`config.mk`:
```
export PLATFORM = sky130hd
export DESIGN_NAME = uart_tx_scheduler
export DESIGN_NICKNAME = d
export VERILOG_FILES = /design/src/rtl/uart_tx_scheduler.sv
export SDC_FILE = /design/constraint.sdc
export NUM_CORES = 1
export LEC_CHECK = 0
export ABC_AREA = 1
export CAP_MARGIN = 20
export CORE_UTILIZATION = 47
export CTS_CLUSTER_SIZE = 14
export DETAILED_ROUTE_END_ITERATION = 8
export GPL_TIMING_DRIVEN = 0
export PLACE_DENSITY = 0.7
export SYNTH_ARGS = -nofsm -noshare
export SYNTH_HDL_FRONTEND = slang
export SYNTH_SLANG_ARGS = --single-unit
```
`constraint.sdc`:
```
create_clock -name CLOCK_50 -period 1.97 [get_ports CLOCK_50]
set_input_delay 0.394 -clock CLOCK_50 [delete_from_list [all_inputs] [get_ports CLOCK_50]]
set_output_delay 0.394 -clock CLOCK_50 [all_outputs]
set_load 0.03 [all_outputs]
```
`src/rtl/uart_tx_scheduler.sv`:
```
// Packet scheduler sharing one byte-wide UART transmitter between the
// SDRAM pixel stream and door/motion status words.
//
// Every transfer goes out as a packet: SYNC_BYTE, type, payload, csum.
// Type 8'h01 carries CHUNK_LEN pixel bytes and 8'h02 carries one 16-bit
// status word, high byte first. csum is the XOR of the type byte and all
// payload bytes. Arbitration happens only between packets, and ties are
// broken round-robin.
//
// Ports:
//   CLOCK_50, RESET_N       clock; asynchronous active-low reset
//   enable                  allow new grants (in-flight packet completes)
//   frame_req               level request from the pixel path
//   pix_data/valid/ready    pixel byte stream (pass-through in PAYLOAD)
//   stat_req, stat_word     status capture pulse and word
//   stat_pend, stat_drop    status waiting / sticky overwrite flag
//   tx_data/valid/ready     byte stream to the UART serializer
//   sched_state             FSM state for debug display
//   chunks_sent             completed frame packets (wrapping)
module uart_tx_scheduler #(
    parameter int unsigned CHUNK_LEN = 64,
    parameter logic [7:0]  SYNC_BYTE = 8'hA5
) (
    input  logic        CLOCK_50,
    input  logic        RESET_N,
    input  logic        enable,
    input  logic        frame_req,
    input  logic [7:0]  pix_data,
    input  logic        pix_valid,
    output logic        pix_ready,
    input  logic        stat_req,
    input  logic [15:0] stat_word,
    output logic        stat_pend,
    output logic        stat_drop,
    output logic [7:0]  tx_data,
    output logic        tx_valid,
    input  logic        tx_ready,
    output logic [2:0]  sched_state,
    output logic [15:0] chunks_sent
);

    typedef enum logic [2:0] {
        IDLE    = 3'd0,
        SYNC    = 3'd1,
        TYPE    = 3'd2,
        PAYLOAD = 3'd3,
        CSUM    = 3'd4
    } state_t;

    localparam logic [7:0] TYPE_FRAME = 8'h01;
    localparam logic [7:0] TYPE_STAT  = 8'h02;
    localparam logic [7:0] LAST_IDX   = 8'(CHUNK_LEN - 1);

    state_t      state;
    logic        cur_stat;
    logic        last_grant;
    logic        tx_valid_q;
    logic [7:0]  tx_data_q;
    logic [7:0]  byte_cnt;
    logic [7:0]  csum;

    logic [15:0] hold_word;
    logic [15:0] def_word;
    logic        def_valid;

    logic        frame_pay;
    logic        xfer;
    logic        pay_last;
    logic        grant;
    logic        grant_stat;
    logic        frozen;
    logic        stat_done;

    // Frame payload bytes bypass the output registers so the pixel
    // stream flows at full rate with the serializer's backpressure.
    always_comb begin
        frame_pay = (state == PAYLOAD) && !cur_stat;
        tx_valid  = frame_pay ? pix_valid : tx_valid_q;
        tx_data   = frame_pay ? pix_data  : tx_data_q;
        pix_ready = frame_pay && tx_ready;
    end

    assign xfer        = tx_valid && tx_ready;
    assign sched_state = state;

    // last_grant: 1 = status was granted most recently.
    always_comb begin
        grant      = enable && (frame_req || stat_pend);
        grant_stat = stat_pend && (!frame_req || !last_grant);
        pay_last   = cur_stat ? (byte_cnt == 8'd1)
                              : (byte_cnt == LAST_IDX);
        frozen     = cur_stat && ((state == PAYLOAD) || (state == CSUM));
        stat_done  = cur_stat && (state == CSUM) && xfer;
    end

    always_ff @(posedge CLOCK_50 or negedge RESET_N) begin
        if (!RESET_N) begin
            state       <= IDLE;
            cur_stat    <= 1'b0;
            last_grant  <= 1'b0;
            tx_valid_q  <= 1'b0;
            tx_data_q   <= 8'h00;
            byte_cnt    <= 8'h00;
            csum        <= 8'h00;
            chunks_sent <= 16'h0000;
        end else begin
            unique case (state)
                IDLE: begin
                    csum     <= 8'h00;
                    byte_cnt <= 8'h00;
                    if (grant) begin
                        state      <= SYNC;
                        cur_stat   <= grant_stat;
                        last_grant <= grant_stat;
                        tx_valid_q <= 1'b1;
                        tx_data_q  <= SYNC_BYTE;
                    end
                end
                SYNC: begin
                    if (xfer) begin
                        state     <= TYPE;
                        tx_data_q <= cur_stat ? TYPE_STAT : TYPE_FRAME;
                    end
                end
                TYPE: begin
                    if (xfer) begin
                        state    <= PAYLOAD;
                        csum     <= csum ^ tx_data;
                        byte_cnt <= 8'h00;
                        if (cur_stat) begin
                            // A word arriving on this very edge still
                            // replaces the one about to be sent.
                            tx_data_q <= stat_req ? stat_word[15:8]
                                                  : hold_word[15:8];
                        end else begin
                            tx_valid_q <= 1'b0;
                        end
                    end
                end
                PAYLOAD: begin
                    if (xfer) begin
                        csum     <= csum ^ tx_data;
                        byte_cnt <= byte_cnt + 8'd1;
                        if (pay_last) begin
                            state      <= CSUM;
                            tx_valid_q <= 1'b1;
                            tx_data_q  <= csum ^ tx_data;
                        end else if (cur_stat) begin
                            tx_data_q <= hold_word[7:0];
                        end
                    end
                end
                CSUM: begin
                    if (xfer) begin
                        state      <= IDLE;
                        tx_valid_q <= 1'b0;
                        tx_data_q  <= 8'h00;
                        if (!cur_stat) begin
                            chunks_sent <= chunks_sent + 16'd1;
                        end
                    end
                end
                default: begin
                    state      <= IDLE;
                    tx_valid_q <= 1'b0;
                end
            endcase
        end
    end

    // Status holding register. While a status packet is past TYPE the
    // register is frozen; a new word waits in def_word and moves in when
    // the csum goes out, keeping stat_pend set for another packet.
    always_ff @(posedge CLOCK_50 or negedge RESET_N) begin
        if (!RESET_N) begin
            hold_word <= 16'h0000;
            def_word  <= 16'h0000;
            def_valid <= 1'b0;
            stat_pend <= 1'b0;
            stat_drop <= 1'b0;
        end else begin
            if (stat_req && stat_pend) begin
                stat_drop <= 1'b1;
            end
            if (stat_req && frozen && !stat_done) begin
                def_valid <= 1'b1;
                def_word  <= stat_word;
            end else if (stat_req) begin
                hold_word <= stat_word;
                stat_pend <= 1'b1;
                def_valid <= 1'b0;
            end else if (stat_done) begin
                if (def_valid) begin
                    hold_word <= def_word;
                    def_valid <= 1'b0;
                end else begin
                    stat_pend <= 1'b0;
                end
            end
        end
    end

endmodule

```
**Signal wires on met1**

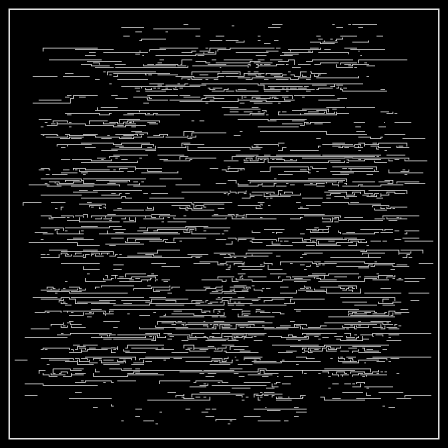
- nets with wire on the layer: 663
- longest straight run: 27.1 um

**M2 wires**

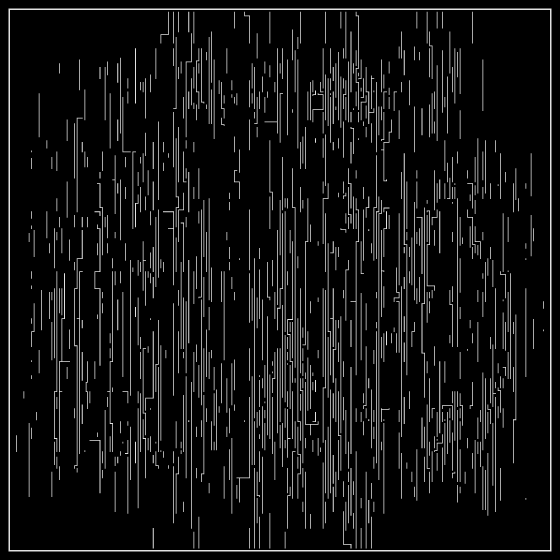
- wire length on this layer: 5000 um
- main direction: vertical
- share of all routed wire: 46%

==> impl_metrics.ini <==
; synthesis and place-and-route metrics
[run_status]
outcome = finished, violations left
violations = design-rule violations, negative setup slack

[placed_design]
finalWeightedCongestion = 0.875
dp_hpwl_um = 7690
dp.cells = 771
place_area_um2 = 5100

[clocking]
path_clk_slew_ns = 0.08
cts.sinks = 80
cts_tree = yes
htreeDepth = 3
numCtsBuffers = 9

[floorplanning]
ios = 62
fp.dieH_um = 98.0
fp_util_pct = 49.2
dieArea_um2 = 9600

[timing]
setup-violations-final = 7
fin_ws_ns = -0.0793
final.setup.tns_ns = -0.434
clock_skew_ns = 0.0141
hold_viol_final = 0
drv_slew = 0
worst_pin_slew_ns = 0.572
fmax_ghz = 0.488

[grt]
met1_usage_pct = 32.7
grt_pass1_vias = 3851
overflow = 0
met2_usage_pct = 37.1
top_usage_layer = met2
antenna_found_initial = 0
gr-usage-met3_pct = 3.15
grt_pass1_wl_um = 18200

[setup_path]
path_class = reg2out
crit_start = sched_state[0]
r2r_slack_ns = 0.08
required_ns = 1.58
worstPathArrival_ns = 1.66

[pwr]
ir_worst_vdd_mv = 0.602
p_int_uw = 4170
pwr-share-clk_pct = 14.4
p_switching_uw = 3450
combPwrFrac_pct = 51.8
power_density_nw_per_um2 = 1360

[cells_and_area]
post-route-util_pct = 63.5
antenna_cells = 0
layout.cells.most_common = nand2_1
nNetsFinal = 731

[synthesis]
largest_area_cell = dfrtp_1
synthCells = 601
async_flop_share_pct = 100
syn_area_per_cell_um2 = 7.20
synth.most_common_cell = nand2_1
yosysWarnings = 0

[min_path]
hp-class = reg2reg
hold_end = def_word[10]

[job]
warnings = 28
cap_violations = 0

[drt]
drc = 4
wl_met1_um = 5220
vias = 4159
top_layer = met4
wl_met2_um = 5000
**M3 wires**

The bar under the picture is 20 um long.
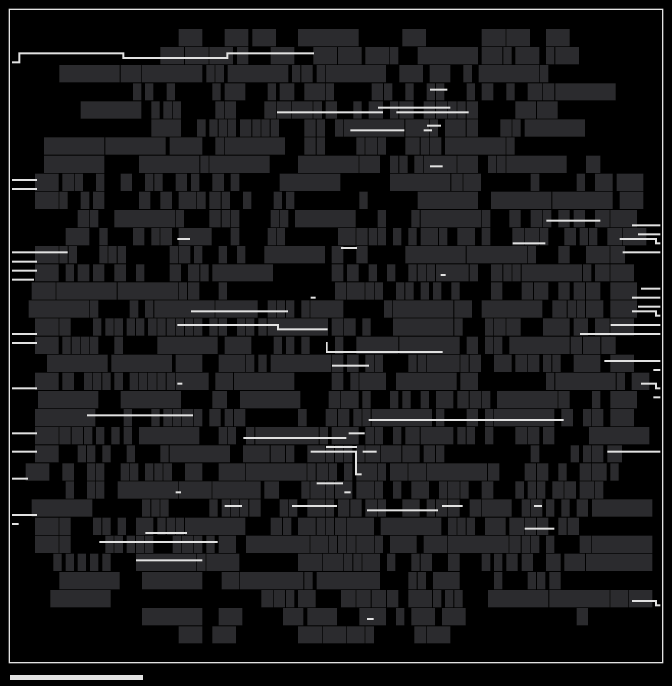
- nets with wire on the layer: 59
- wire length on this layer: 447 um

## power groups by stage
stage          combinational, uW  clock (uW)  sequential, uW
3_5_place_dp                3400           0            2620
6_report                    3940        1100            2570
4_1_cts                     3650        1120            2570
5_1_grt                     4380        1190            2650
2_1_floorplan               2200           0            2710
3_3_place_gp                3320           0            2590
## logic make-up (layout without fill, tap and decap cells)
group,Yosys count,after routing,synth area share (%)
DFF,80,80,46.2
xor gates and xnor gates,13,13,2.63
buffers and inverters,67,169,6.53
and+or+nand+nor,383,383,37.0
adders and majority gates,2,2,0.578
AOI/OAI and AO/OA,56,56,7.05
## timing repair
item | 4_1_cts | 5_1_grt
hold endpoints to repair | 27 | 0
buffers inserted | 10 | 13
gates resized | 88 | 23
endpoints found under the setup margin | 64 | 66
pin swaps | 9 | 9
hold buffers | 1 | 0
## through the flow
stage | worst slack [ns] | hold WS, ns
after floorplan | 0.0571 | 0.0984
after global placement | -2.71 | 0.439
after detailed placement | -0.498 | 0.346
after CTS | -0.106 | 0.479
after global routing | -0.169 | 0.503
final | -0.0793 | 0.477
## critical path, stage by stage, from the launching register on
cell and delay, ns:
dfrtp_2 0.42, nand2_2 0.07, nor2_2 0.04, nand2_2 0.08, buf_6 0.12, clkinvlp_4 0.21, nand2_2 0.15, nand2_2 0.07
buf_6 0.14
## final cells by class
type                            instances  area (um^2)
Buffer                                 16          100
Timing Repair Buffer                   86          818
Clock buffer                           12          145
Multi-Input combinational cell        454         2140
Tap cell                              108          135
Sequential cell                        80         2010
Clock inverter                          4         30.0
Fill cell                             808         3220
Inverter                               51          211
## state kept, by name, summed over array words and instances, names as in the netlist, 3 cells and up
register     count
tx_data_q        8
chunks_sent     16
hold_word       16
sched_state      3
byte_cnt         8
def_word        16
csum             8
Power and IR drop assume default switching activity.
